run_1/met1.png
Supply wires on this layer in grey.
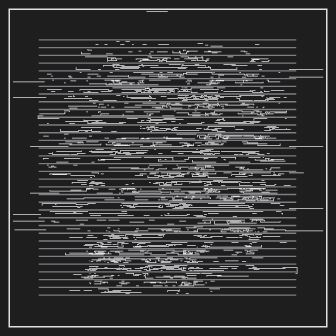
run_1/final_clocks.png
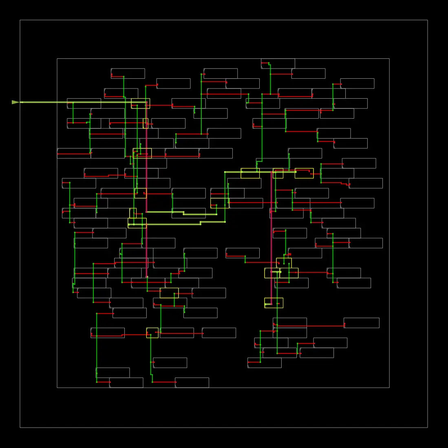
run_1/met2.png
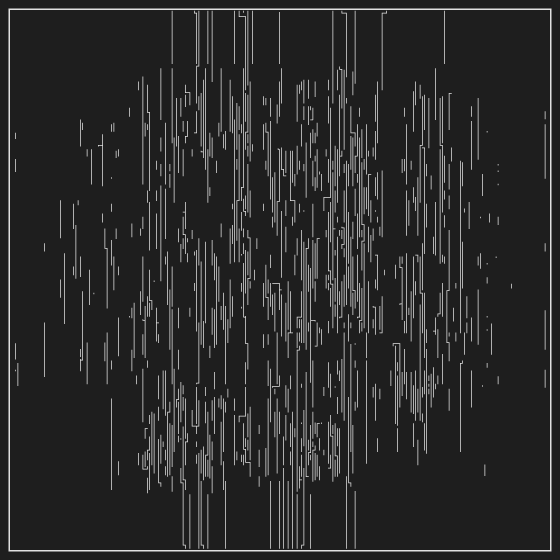
### src/rtl/cam_pkg.sv
`default_nettype none
// +----------------------------------------------------------------------+
// | Module  : cam_pkg                                                    |
// | Brief   : Shared types and constants for the camera frame grabber.   |
// | Rev     : 1.0  initial release                                       |
// +----------------------------------------------------------------------+
package cam_pkg;

    // Default frame-buffer address width (128 KiB buffer).
    localparam int CAM_ADDR_W_DEFAULT = 17;

    // Line counter saturation value.
    localparam logic [11:0] LINE_CNT_MAX = 12'hFFF;

    // Controller state encoding.
    typedef enum logic [1:0] {
        ST_IDLE    = 2'd0,
        ST_WAIT_VS = 2'd1,
        ST_CAPTURE = 2'd2,
        ST_DONE    = 2'd3
    } cam_state_e;

    // The controller counts as busy while waiting for or capturing a frame.
    function automatic logic is_busy(input cam_state_e s);
        return (s == ST_WAIT_VS) || (s == ST_CAPTURE);
    endfunction

endpackage
`default_nettype wire

### src/rtl/cam_sync_edge.sv
`default_nettype none
// +----------------------------------------------------------------------+
// | Module  : cam_sync_edge                                              |
// | Brief   : 2-flop synchronizer with rising/falling edge detection.    |
// | Rev     : 1.0  initial release                                       |
// +----------------------------------------------------------------------+
module cam_sync_edge (
    input  logic clk_i,
    input  logic rst_n_i,
    input  logic async_i,
    output logic sync_o,
    output logic rise_o,
    output logic fall_o
);

    logic meta_q;
    logic sync_q;
    logic prev_q;

    // Two-stage synchronizer followed by one history flop for edge detection.
    always_ff @(posedge clk_i or negedge rst_n_i) begin
        if (!rst_n_i) begin
            meta_q <= 1'b0;
            sync_q <= 1'b0;
            prev_q <= 1'b0;
        end else begin
            meta_q <= async_i;
            sync_q <= meta_q;
            prev_q <= sync_q;
        end
    end

    assign sync_o = sync_q;
    assign rise_o = sync_q & ~prev_q;
    assign fall_o = ~sync_q & prev_q;

endmodule
`default_nettype wire

### src/rtl/cam_frame_ctrl.sv
`default_nettype none
// +----------------------------------------------------------------------+
// | Module  : cam_frame_ctrl                                             |
// | Brief   : Single-frame camera capture controller writing bytes into  |
// |           a frame buffer, with overflow, line count and interrupt.   |
// | Rev     : 1.0  initial release                                       |
// +----------------------------------------------------------------------+
module cam_frame_ctrl
    import cam_pkg::*;
#(
    parameter int ADDR_W = CAM_ADDR_W_DEFAULT
) (
    input  logic              clk_i,
    input  logic              rst_n_i,
    input  logic              cmd_arm,
    input  logic              cmd_abort,
    input  logic              cmd_ack,
    input  logic              cam_vsync,
    input  logic              cam_href,
    input  logic              cam_pclk,
    input  logic [7:0]        cam_data,
    output logic              buf_wr_en,
    output logic [ADDR_W-1:0] buf_wr_addr,
    output logic [7:0]        buf_wr_data,
    output logic [ADDR_W:0]   frame_len,
    output logic [11:0]       line_cnt,
    output logic              ovf,
    output logic              busy,
    output logic              int_n
);

    localparam logic [ADDR_W:0] PTR_ONE = {{ADDR_W{1'b0}}, 1'b1};

    // Synchronized camera controls and their edges.
    logic vs_lvl, vs_rise, vs_fall;
    logic href_lvl, href_rise, href_fall;
    logic pclk_lvl, pclk_rise, pclk_fall;

    cam_sync_edge u_sync_vsync (
        .clk_i   (clk_i),
        .rst_n_i (rst_n_i),
        .async_i (cam_vsync),
        .sync_o  (vs_lvl),
        .rise_o  (vs_rise),
        .fall_o  (vs_fall)
    );

    cam_sync_edge u_sync_href (
        .clk_i   (clk_i),
        .rst_n_i (rst_n_i),
        .async_i (cam_href),
        .sync_o  (href_lvl),
        .rise_o  (href_rise),
        .fall_o  (href_fall)
    );

    cam_sync_edge u_sync_pclk (
        .clk_i   (clk_i),
        .rst_n_i (rst_n_i),
        .async_i (cam_pclk),
        .sync_o  (pclk_lvl),
        .rise_o  (pclk_rise),
        .fall_o  (pclk_fall)
    );

    // Only some level/edge outputs drive logic; the rest are sunk here.
    logic unused_sync;
    assign unused_sync = ^{vs_lvl, href_rise, pclk_lvl, pclk_fall};

    logic [7:0]        data_d1_q;
    logic [7:0]        data_d2_q;
    cam_state_e        state_q;
    logic [ADDR_W:0]   ptr_q;
    logic              buf_wr_en_q;
    logic [ADDR_W-1:0] buf_wr_addr_q;
    logic [7:0]        buf_wr_data_q;
    logic [ADDR_W:0]   frame_len_q;
    logic [11:0]       line_cnt_q;
    logic              ovf_q;
    logic              int_n_q;

    // A new capture starts from IDLE on arm, or from DONE on arm plus ack.
    logic w_start;
    assign w_start = !cmd_abort && cmd_arm &&
                     ((state_q == ST_IDLE) || ((state_q == ST_DONE) && cmd_ack));

    // Pixel data delayed to stay aligned with the synchronized controls.
    always_ff @(posedge clk_i or negedge rst_n_i) begin
        if (!rst_n_i) begin
            data_d1_q <= 8'd0;
            data_d2_q <= 8'd0;
        end else begin
            data_d1_q <= cam_data;
            data_d2_q <= data_d1_q;
        end
    end

    // Capture FSM with all registered outputs.
    always_ff @(posedge clk_i or negedge rst_n_i) begin
        if (!rst_n_i) begin
            state_q       <= ST_IDLE;
            ptr_q         <= '0;
            buf_wr_en_q   <= 1'b0;
            buf_wr_addr_q <= '0;
            buf_wr_data_q <= 8'd0;
            frame_len_q   <= '0;
            line_cnt_q    <= 12'd0;
            ovf_q         <= 1'b0;
            int_n_q       <= 1'b1;
        end else begin
            buf_wr_en_q <= 1'b0;
            if (cmd_abort) begin
                // Abort keeps the status of the interrupted frame.
                state_q <= ST_IDLE;
                int_n_q <= 1'b1;
            end else if (w_start) begin
                state_q     <= ST_WAIT_VS;
                int_n_q     <= 1'b1;
                ptr_q       <= '0;
                frame_len_q <= '0;
                line_cnt_q  <= 12'd0;
                ovf_q       <= 1'b0;
            end else begin
                case (state_q)
                    ST_IDLE: begin
                        state_q <= ST_IDLE;
                    end
                    ST_WAIT_VS: begin
                        // A vsync fall marks the start of a complete frame.
                        if (vs_fall) begin
                            state_q <= ST_CAPTURE;
                        end
                    end
                    ST_CAPTURE: begin
                        if (vs_rise) begin
                            state_q     <= ST_DONE;
                            frame_len_q <= ptr_q;
                            int_n_q     <= 1'b0;
                        end else if (pclk_rise && href_lvl) begin
                            // Pointer MSB set means the buffer is full.
                            if (!ptr_q[ADDR_W]) begin
                                buf_wr_en_q   <= 1'b1;
                                buf_wr_addr_q <= ptr_q[ADDR_W-1:0];
                                buf_wr_data_q <= data_d2_q;
                                ptr_q         <= ptr_q + PTR_ONE;
                            end else begin
                                ovf_q <= 1'b1;
                            end
                        end
                        if (href_fall && (line_cnt_q != LINE_CNT_MAX)) begin
                            line_cnt_q <= line_cnt_q + 12'd1;
                        end
                    end
                    ST_DONE: begin
                        if (cmd_ack) begin
                            state_q <= ST_IDLE;
                            int_n_q <= 1'b1;
                        end
                    end
                    default: begin
                        state_q <= ST_IDLE;
                        int_n_q <= 1'b1;
                    end
                endcase
            end
        end
    end

    assign busy        = is_busy(state_q);
    assign buf_wr_en   = buf_wr_en_q;
    assign buf_wr_addr = buf_wr_addr_q;
    assign buf_wr_data = buf_wr_data_q;
    assign frame_len   = frame_len_q;
    assign line_cnt    = line_cnt_q;
    assign ovf         = ovf_q;
    assign int_n       = int_n_q;

endmodule
`default_nettype wire

### config.mk
export PLATFORM = sky130hd
export DESIGN_NAME = cam_frame_ctrl
export DESIGN_NICKNAME = d
export VERILOG_FILES = /design/src/rtl/cam_pkg.sv /design/src/rtl/cam_sync_edge.sv /design/src/rtl/cam_frame_ctrl.sv
export SDC_FILE = /design/constraint.sdc
export NUM_CORES = 1
export LEC_CHECK = 0
export CAP_MARGIN = 20
export CORE_MARGIN = 10
export CORE_UTILIZATION = 52
export DETAILED_ROUTE_END_ITERATION = 16
export PLACE_DENSITY = 0.79
export SYNTH_ARGS = -nofsm -noshare
export SYNTH_HDL_FRONTEND = slang
export SYNTH_SLANG_ARGS = --single-unit
### constraint.sdc
create_clock -name clk_i -period 2.22 [get_ports clk_i]
set_input_delay 0.333 -clock clk_i [delete_from_list [all_inputs] [get_ports clk_i]]
set_output_delay 0.333 -clock clk_i [all_outputs]
set_load 0.005 [all_outputs]
==> commit_impl_results.txt, run 1 <==
Add synthesis and place-and-route results

- The area growth from synthesis to layout is 24.1%.
- sky130_fd_sc_hd__dfrtp_1 takes more of the synthesized area than any other cell.
- Area fraction in and, or, nand and nor cells: 0.163
- Sorting the synthesized cells by how often they occur yields sky130_fd_sc_hd__dfrtp_1, sky130_fd_sc_hd__nand2_1, sky130_fd_sc_hd__a21oi_1.
- Worst supply voltage drop on vdd: 0.422 mV
- Most frequent standard cell in the layout excluding fill and tap cells: sky130_fd_sc_hd__dfrtp_1
- Flop pwr share: 0.595
- Worst Setup Start Kind: flip-flop
- According to the floorplan report, the total die area is 12400 µm².
- Final total negative setup slack: 0 ns
- Result of the run: complete, no violations
- Chip area line of the yosys report: 4320 µm²
- For this run, the total global-route usage over all layers was measured as 0.145.
- In this run the maximum-capacitance check reported violations numbering 0.
* Final number of max-transition violations: 0
* Maximum clock frequency: 492 MHz
* Total setup buffers inserted after CTS: 0
- For this run, asynchronously set or reset flops after synthesis account for 1.00.
- Top-level port count: 75
* Synthesized netlist cell count: 368
* Number of register bits inferred by synthesis: 103
- On the critical path, the stage with the largest delay is an instance of sky130_fd_sc_hd__dfrtp_1.
* Detailed-route wire length: 9210 µm
- For this design, Yosys synthesis ends with a cell count of 368.
- Port Buffer Count: 74
- Cell area after layout: 5370 µm²
- Looking at the clock tree report, the root buffer type is sky130_fd_sc_hd__clkbuf_8.
* Maximum count of clock buffers along a single path: 2
- Placer congestion estimate: 0.821
* Crit-path most repeated cell: sky130_fd_sc_hd__buf_4
* Share of the synthesized area in the top cell type: 0.591
* Total global routing overflow: 0
* Initial Utilization: 0.531
* Worst slew pin tran: 0.524 ns
* RSZ-0062 raised after global routing: false
Back to the opening pictures, met1.png:
wire length on this layer = 4030 µm
nets with wire on the layer = 414
share of all routed wire = 44%

Back to the opening pictures, final_clocks.png:
number of clock buffer instances in the layout: 10
final worst clock skew: 0.0185 ns
Power Clock: 1100 µW
total number of sequential cells: 103

Back to the opening pictures, met2.png:
nets with wire on the layer = 407
longest straight run = 35.4 µm
main direction = vertical
wire length on this layer = 4350 µm

==> run 1: layout make-up <==
| cell class | instances | share of cell area |
|---|---|---|
| clock buffer | 10 | 0.0238 |
| clock inverter | 6 | 0.00979 |
| inverter | 9 | 0.00630 |
| multi-input combinational | 237 | 0.295 |
| sequential | 103 | 0.481 |
| tap | 105 | 0.0245 |
| timing repair buffer | 86 | 0.160 |
==> run 1: final timing paths <==
kind	from	end	slack, ns	cells past startpoint
hold reg to reg	data_d1_q[2]$_DFF_PN0_	data_d2_q[2]$_DFF_PN0_	0.36	0
max in group asynchronous	rst_n_i	frame_len[3]$_DFFE_PN0P_	1.05	3
setup reg to reg	state_q[0]$_DFFE_PN0P_	ptr_q[11]$_DFFE_PN0P_	0.19	8
setup / recovery	state_q[0]$_DFFE_PN0P_	ptr_q[11]$_DFFE_PN0P_	0.19	8
min in group asynchronous	rst_n_i	frame_len[10]$_DFFE_PN0P_	0.47	2
hold / removal	data_d1_q[2]$_DFF_PN0_	data_d2_q[2]$_DFF_PN0_	0.36	0
==> run 1: registers in the layout (all words and copies together), names as in the netlist, 2 cells and up <==
register,flops
data_d2_q,8
buf_wr_addr,17
data_d1_q,8
line_cnt,12
frame_len,18
buf_wr_data,8
ptr_q,18
state_q,2
==> run 1: power by group through the flow <==
stage	clock network (µW)	registers, µW	logic (µW)
after CTS	1120	1940	225
after global routing	1210	1940	247
after detailed placement	0	1980	223
after floorplan	0	1970	89.0
final	1100	1940	221
after global placement	0	1970	215
==> run 1: through the flow <==
step / setup WS (ns) / util / hold WS, ns / cells
detailed placement: 0.119 / 0.635 / 0.331 / 539
floorplan: 0.286 / - / 0.0374 / 368
global route: 0.0319 / 0.660 / 0.366 / 556
CTS: 0.136 / 0.658 / 0.358 / 556
finish: 0.187 / 0.660 / 0.356 / 556
global placement: 0.186 / 0.635 / 0.327 / 539
==> run 1: logic make-up (layout without fill, tap and decap cells) <==
kind of cell | after synthesis | after routing
multiplexers | 27 | 27
AND-OR/OR-AND | 79 | 79
buffers and inverters | 28 | 111
adder cells (fa/ha/maj) | 6 | 6
AND/OR/NAND/NOR | 121 | 121
flip-flops | 103 | 103
XOR/XNOR | 4 | 4
==> run 1: per-layer routing <==
metal	track usage	share of wire	vias up
li1	-	-	1460
met1	0.187	0.44	1545
met2	0.219	0.47	73
met3	0.0595	0.082	7
met4	0.0437	0.0087	0
met5	0	0	-
==> run 1: repair_timing <==
action / in CTS / in global routing
endpoints found under the setup margin: 0 / 9
hold buffers: 1 / 0
resized: 0 / 3
hold endpoints to repair: 35 / 0
--- run 2 (diff from run 1) ---
--- a/config.mk
+++ b/config.mk
@@ -9,6 +9,7 @@
 export CORE_MARGIN = 10
 export CORE_UTILIZATION = 52
 export DETAILED_ROUTE_END_ITERATION = 16
+export GPL_TIMING_DRIVEN = 0
 export PLACE_DENSITY = 0.79
 export SYNTH_ARGS = -nofsm -noshare
 export SYNTH_HDL_FRONTEND = slang
==> constraint.sdc (replaced) <==
create_clock -name clk_i -period 2 [get_ports clk_i]
set_input_delay 0.3 -clock clk_i [delete_from_list [all_inputs] [get_ports clk_i]]
set_output_delay 0.3 -clock clk_i [all_outputs]
set_load 0.005 [all_outputs]
run_2/met2.png
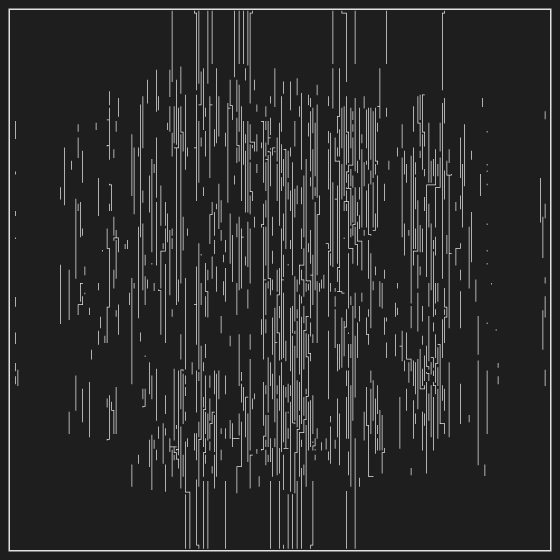
nets with wire on the layer = 423
main direction = vertical
wire length on this layer = 4830 µm

==> commit_impl_results.txt, run 2 <==
Add synthesis and place-and-route results

- The synthesized design spends more area on one cell type than any other, namely sky130_fd_sc_hd__dfrtp_1.
* R2r worst-path depth: 8
* Initial Utilization: 0.531
* Synthesized netlist cell count: 368
* Metal3 WL: 616 µm
* Synth top cells by count: sky130_fd_sc_hd__dfrtp_1, sky130_fd_sc_hd__nand2_1, sky130_fd_sc_hd__a21oi_1
- Area growth, synth to finish: 29.6%
- Overall fraction of global-route tracks in use: 0.159
- Slowest CP cell: sky130_fd_sc_hd__dfrtp_1
- Final number of max-transition violations: 0
* RR Endpoint: buf_wr_addr[13]$_DFFE_PN0P_
* Result of the run: complete, no violations
- Worst slew pin tran: 0.600 ns
- Met1 wire length: 4170 µm
- IR analysis of the VDD net gives a maximum drop of 0.639 mV.
- Share of the synthesized area in the top cell type: 0.591
* Maximum clock frequency: 509 MHz
- Uppermost layer routed: met4
- STA classifies the critical path startpoint as a flip-flop.
- Measured on the finished design, the core utilization comes to 0.689.
- After routing the design area is 5600 µm².
* Total global routing overflow: 0
- Smallest hold slack: 0.349 ns
- First element of the critical path: state_q[0]$_DFFE_PN0P_
- The synthesized design contains 103 register bits.
- The wire length recorded after detailed routing is 9730 µm.
run_2/met3.png
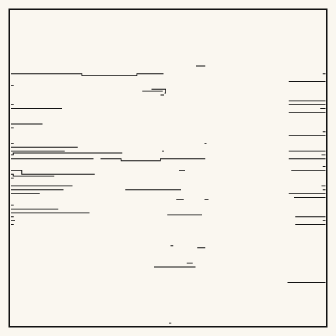
nets with wire on the layer = 55
wire length on this layer = 616 µm
share of all routed wire = 6.3%
main direction = horizontal
longest straight run = 38.2 µm

-- run 2: cell types whose count changed in the layout (fill, tap and decap cells not counted), moves of 2 or more --
cell and delta:
sky130_fd_sc_hd__clkbuf_8 +2, sky130_fd_sc_hd__buf_6 +11, sky130_fd_sc_hd__inv_8 -2, sky130_fd_sc_hd__clkbuf_2 +3
sky130_fd_sc_hd__buf_2 +4, sky130_fd_sc_hd__inv_2 +2, sky130_fd_sc_hd__ha_4 +2, sky130_fd_sc_hd__buf_4 -2
sky130_fd_sc_hd__inv_1 -2, sky130_fd_sc_hd__ha_1 -2
-- run 2: worst register-to-register path, delay by kind of cell, from the launching register on --
family | cells | cell delay [ns]
buffers and inverters | 3 | 0.40
adders and majority gates | 1 | 0.23
and+or+nand+nor | 2 | 0.29
DFF | 1 | 0.42
AOI/OAI and AO/OA | 1 | 0.18
muxes | 1 | 0.33
-- run 2: cells by family after synthesis --
logic type	share of synthesized area
flip-flops	0.597
buffers and inverters	0.0397
XOR/XNOR	0.00811
AND-OR/OR-AND	0.106
multiplexers	0.0698
adder cells (fa/ha/maj)	0.0174
AND/OR/NAND/NOR	0.163
-- run 2: repair_timing --
item / CTS / global route
cloned: 2 / 0
resized: 12 / 19
endpoints found under the setup margin: 49 / 58
setup buffers: 7 / 1
endpoints found under the hold margin: 43 / 0
pin swaps: 2 / 3
hold buffers: 1 / 0
-- run 2: stage by stage --
| step | total power (µW) | cells | setup WS, ns |
|---|---|---|---|
| final | 3650 | 574 | 0.0357 |
| after global routing | 3790 | 574 | -0.0514 |
| after CTS | 3660 | 574 | 0.0197 |
| after detailed placement | 2440 | 548 | -0.303 |
| after global placement | 2430 | 547 | -3.16 |
| after floorplan | 2290 | 368 | 0.0659 |
-- run 2: worst max-delay path by stage --
stage	cells past startpoint	slack [ns]	end
global route	8	-0.05	buf_wr_addr[15]$_DFFE_PN0P_
CTS	8	0.02	buf_wr_data[5]$_DFFE_PN0P_
detailed placement	7	-0.30	buf_wr_addr[7]$_DFFE_PN0P_
finish	8	0.04	buf_wr_addr[13]$_DFFE_PN0P_
floorplan	7	0.07	buf_wr_addr[0]$_DFFE_PN0P_
global placement	1	-3.16	buf_wr_data[4]$_DFFE_PN0P_
-- run 2: per-layer routing --
| layer | vias up | GRT usage |
|---|---|---|
| met1 | 1612 | 0.194 |
| li1 | 1498 | - |
| met5 | - | 0 |
| met4 | 0 | 0.0514 |
| met2 | 71 | 0.260 |
| met3 | 9 | 0.0476 |
-- run 2: layout make-up --
type                       instances  area (µm²)
sequential                       103        2580
fill                             590        2530
multi-input combinational        237        1650
timing repair buffer              86         878
clock buffer                      12         155
buffer                            18         148
tap                              105         131
inverter                           9        33.8
clock inverter                     4        28.8
-- run 2: power breakdown --
group          switching [µW]  total, µW  internal, µW
Clock                     694       1220           524
Sequential               24.7       2150          2130
Combinational             144        281           137
Total                     863       3650          2790
--- run 3 (diff from run 2) ---
--- a/config.mk
+++ b/config.mk
@@ -8,6 +8,7 @@
 export CAP_MARGIN = 20
 export CORE_MARGIN = 10
 export CORE_UTILIZATION = 52
+export CTS_CLUSTER_DIAMETER = 80
 export DETAILED_ROUTE_END_ITERATION = 16
 export GPL_TIMING_DRIVEN = 0
 export PLACE_DENSITY = 0.79
run_3/met3.png
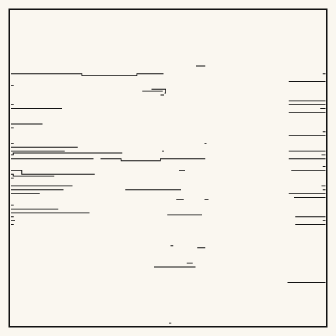
longest straight run = 38.2 µm
nets with wire on the layer = 55
main direction = horizontal
share of all routed wire = 6.3%

run_3/wire_density.png
The bar under the picture is 20 µm long. 22 x 22 tiles, from dark purple (low) to yellow (high), scaled to the fullest tile. Values are wire area over tile area, all layers added.
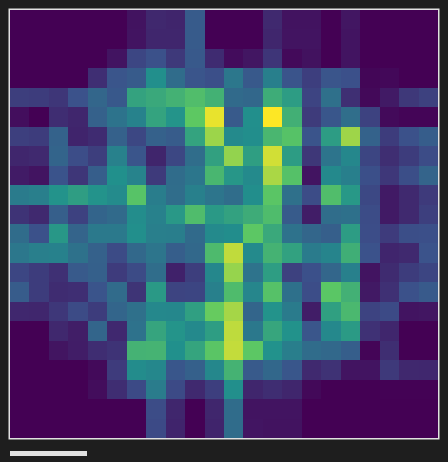
emptiest ninth of the die = lower left
densest ninth of the die = centre
tiles over half the peak = 16%

==> commit_impl_results.txt, run 3 <==
Add synthesis and place-and-route results

- Worst supply voltage drop on vdd: 0.639 mV
- Final number of max-transition violations: 0
* Final worst clock skew: 0.0101 ns
- Total global routing overflow: 0
- Net switching share of the total power: 0.236
- Number of cells in the design after placement: 548
- Maximum count of clock buffers along a single path: 2
* Slowest CP cell: sky130_fd_sc_hd__dfrtp_1
* RSZ-0062 raised after global routing: true
- Counting flops with an async set or reset pin after synthesis yields a share of 1.00.
- Most frequent standard cell in the layout excluding fill and tap cells: sky130_fd_sc_hd__dfrtp_1
* Share of power burned in the clock network: 0.334
* Die Footprint: 12400 µm²
- Total power: 3650 µW
* Crit-path most repeated cell: sky130_fd_sc_hd__buf_6
* Clock tree root buffer cell: sky130_fd_sc_hd__clkbuf_8
- Chip area line of the yosys report: 4320 µm²
* Cell area after layout: 5600 µm²
* Detailed-route wire length: 9730 µm
* Overall fraction of global-route tracks in use: 0.159
- Max-cap violations in this run came to 0.
- Synth top cells by count: sky130_fd_sc_hd__dfrtp_1, sky130_fd_sc_hd__nand2_1, sky130_fd_sc_hd__a21oi_1
- Cell count in the Yosys report: 368
- The final weighted congestion recorded by global placement is 0.829.
- The run finished with clean final reports.
* Worst slew pin tran: 0.600 ns
- Worst Setup Start Kind: flip-flop
- In this run the count of I/O pins placed on the die edge is 75.
* Cell-internal power: 2790 µW
-- run 3: worst paths after layout --
path / cells past startpoint / to / slack (ns) / startpoint
min reg2reg: 0 / data_d2_q[7]$_DFF_PN0_ / 0.35 / data_d1_q[7]$_DFF_PN0_
max reg2reg: 8 / buf_wr_addr[13]$_DFFE_PN0P_ / 0.04 / state_q[0]$_DFFE_PN0P_
min: 0 / data_d2_q[7]$_DFF_PN0_ / 0.35 / data_d1_q[7]$_DFF_PN0_
max: 8 / buf_wr_addr[13]$_DFFE_PN0P_ / 0.04 / state_q[0]$_DFFE_PN0P_
min in group asynchronous: 2 / frame_len[15]$_DFFE_PN0P_ / 0.49 / rst_n_i
max in group asynchronous: 3 / frame_len[1]$_DFFE_PN0P_ / 0.83 / rst_n_i
-- run 3: cell families after synthesis --
group,Yosys count,share of synthesized area
and+or+nand+nor,121,0.163
xor gates and xnor gates,4,0.00811
adders and majority gates,6,0.0174
muxes,27,0.0698
buffers and inverters,28,0.0397
DFF,103,0.597
AOI/OAI and AO/OA,79,0.106
-- run 3: what timing repair did --
action,4_1_cts,5_1_grt
pin swaps,2,3
gates resized,12,19
endpoints found under the hold margin,43,0
buffers inserted,7,1
gates cloned,2,0
setup endpoints to repair,49,58
hold buffers,1,0
-- run 3: power by group through the flow --
stage / Sequential [µW] / Combinational [µW] / Clock, µW
4_1_cts: 2150 / 274 / 1240
6_report: 2150 / 281 / 1220
5_1_grt: 2160 / 313 / 1320
3_3_place_gp: 2190 / 240 / 0
2_1_floorplan: 2190 / 98.8 / 0
3_5_place_dp: 2190 / 252 / 0
-- run 3: worst register-to-register path, cell delays in order (launching register included) --
cell and delay, ns:
sky130_fd_sc_hd__dfrtp_1 0.42, sky130_fd_sc_hd__ha_2 0.23, sky130_fd_sc_hd__a21o_1 0.18, sky130_fd_sc_hd__and3b_1 0.17, sky130_fd_sc_hd__buf_6 0.13, sky130_fd_sc_hd__nor2_4 0.12
sky130_fd_sc_hd__buf_12 0.14, sky130_fd_sc_hd__buf_6 0.13, sky130_fd_sc_hd__mux2_2 0.33
-- run 3: cell type report --
class	count	area, µm²
Clock buffer	12	155
Multi-Input combinational cell	237	1650
Buffer	18	148
Inverter	9	33.8
Fill cell	590	2530
Tap cell	105	131
Clock inverter	4	28.8
Timing Repair Buffer	86	878
Sequential cell	103	2580
-- run 3: metrics by stage --
stage | hold WS, ns | setup WS [ns]
after floorplan | 0.00441 | 0.0659
after global placement | 0.333 | -3.16
after detailed placement | 0.335 | -0.303
after CTS | 0.351 | 0.0197
after global routing | 0.360 | -0.0514
final | 0.349 | 0.0357
-- run 3: metal layers --
metal,routed length [µm],vias up,part of all wire,track usage
met5,0,-,0,0
met4,118,0,0.012,0.0514
met3,616,9,0.063,0.0476
met2,4830,71,0.50,0.260
met1,4170,1612,0.43,0.194
li1,-,1498,-,-
Power figures rest on the tool's default switching activity, not on a simulated workload.
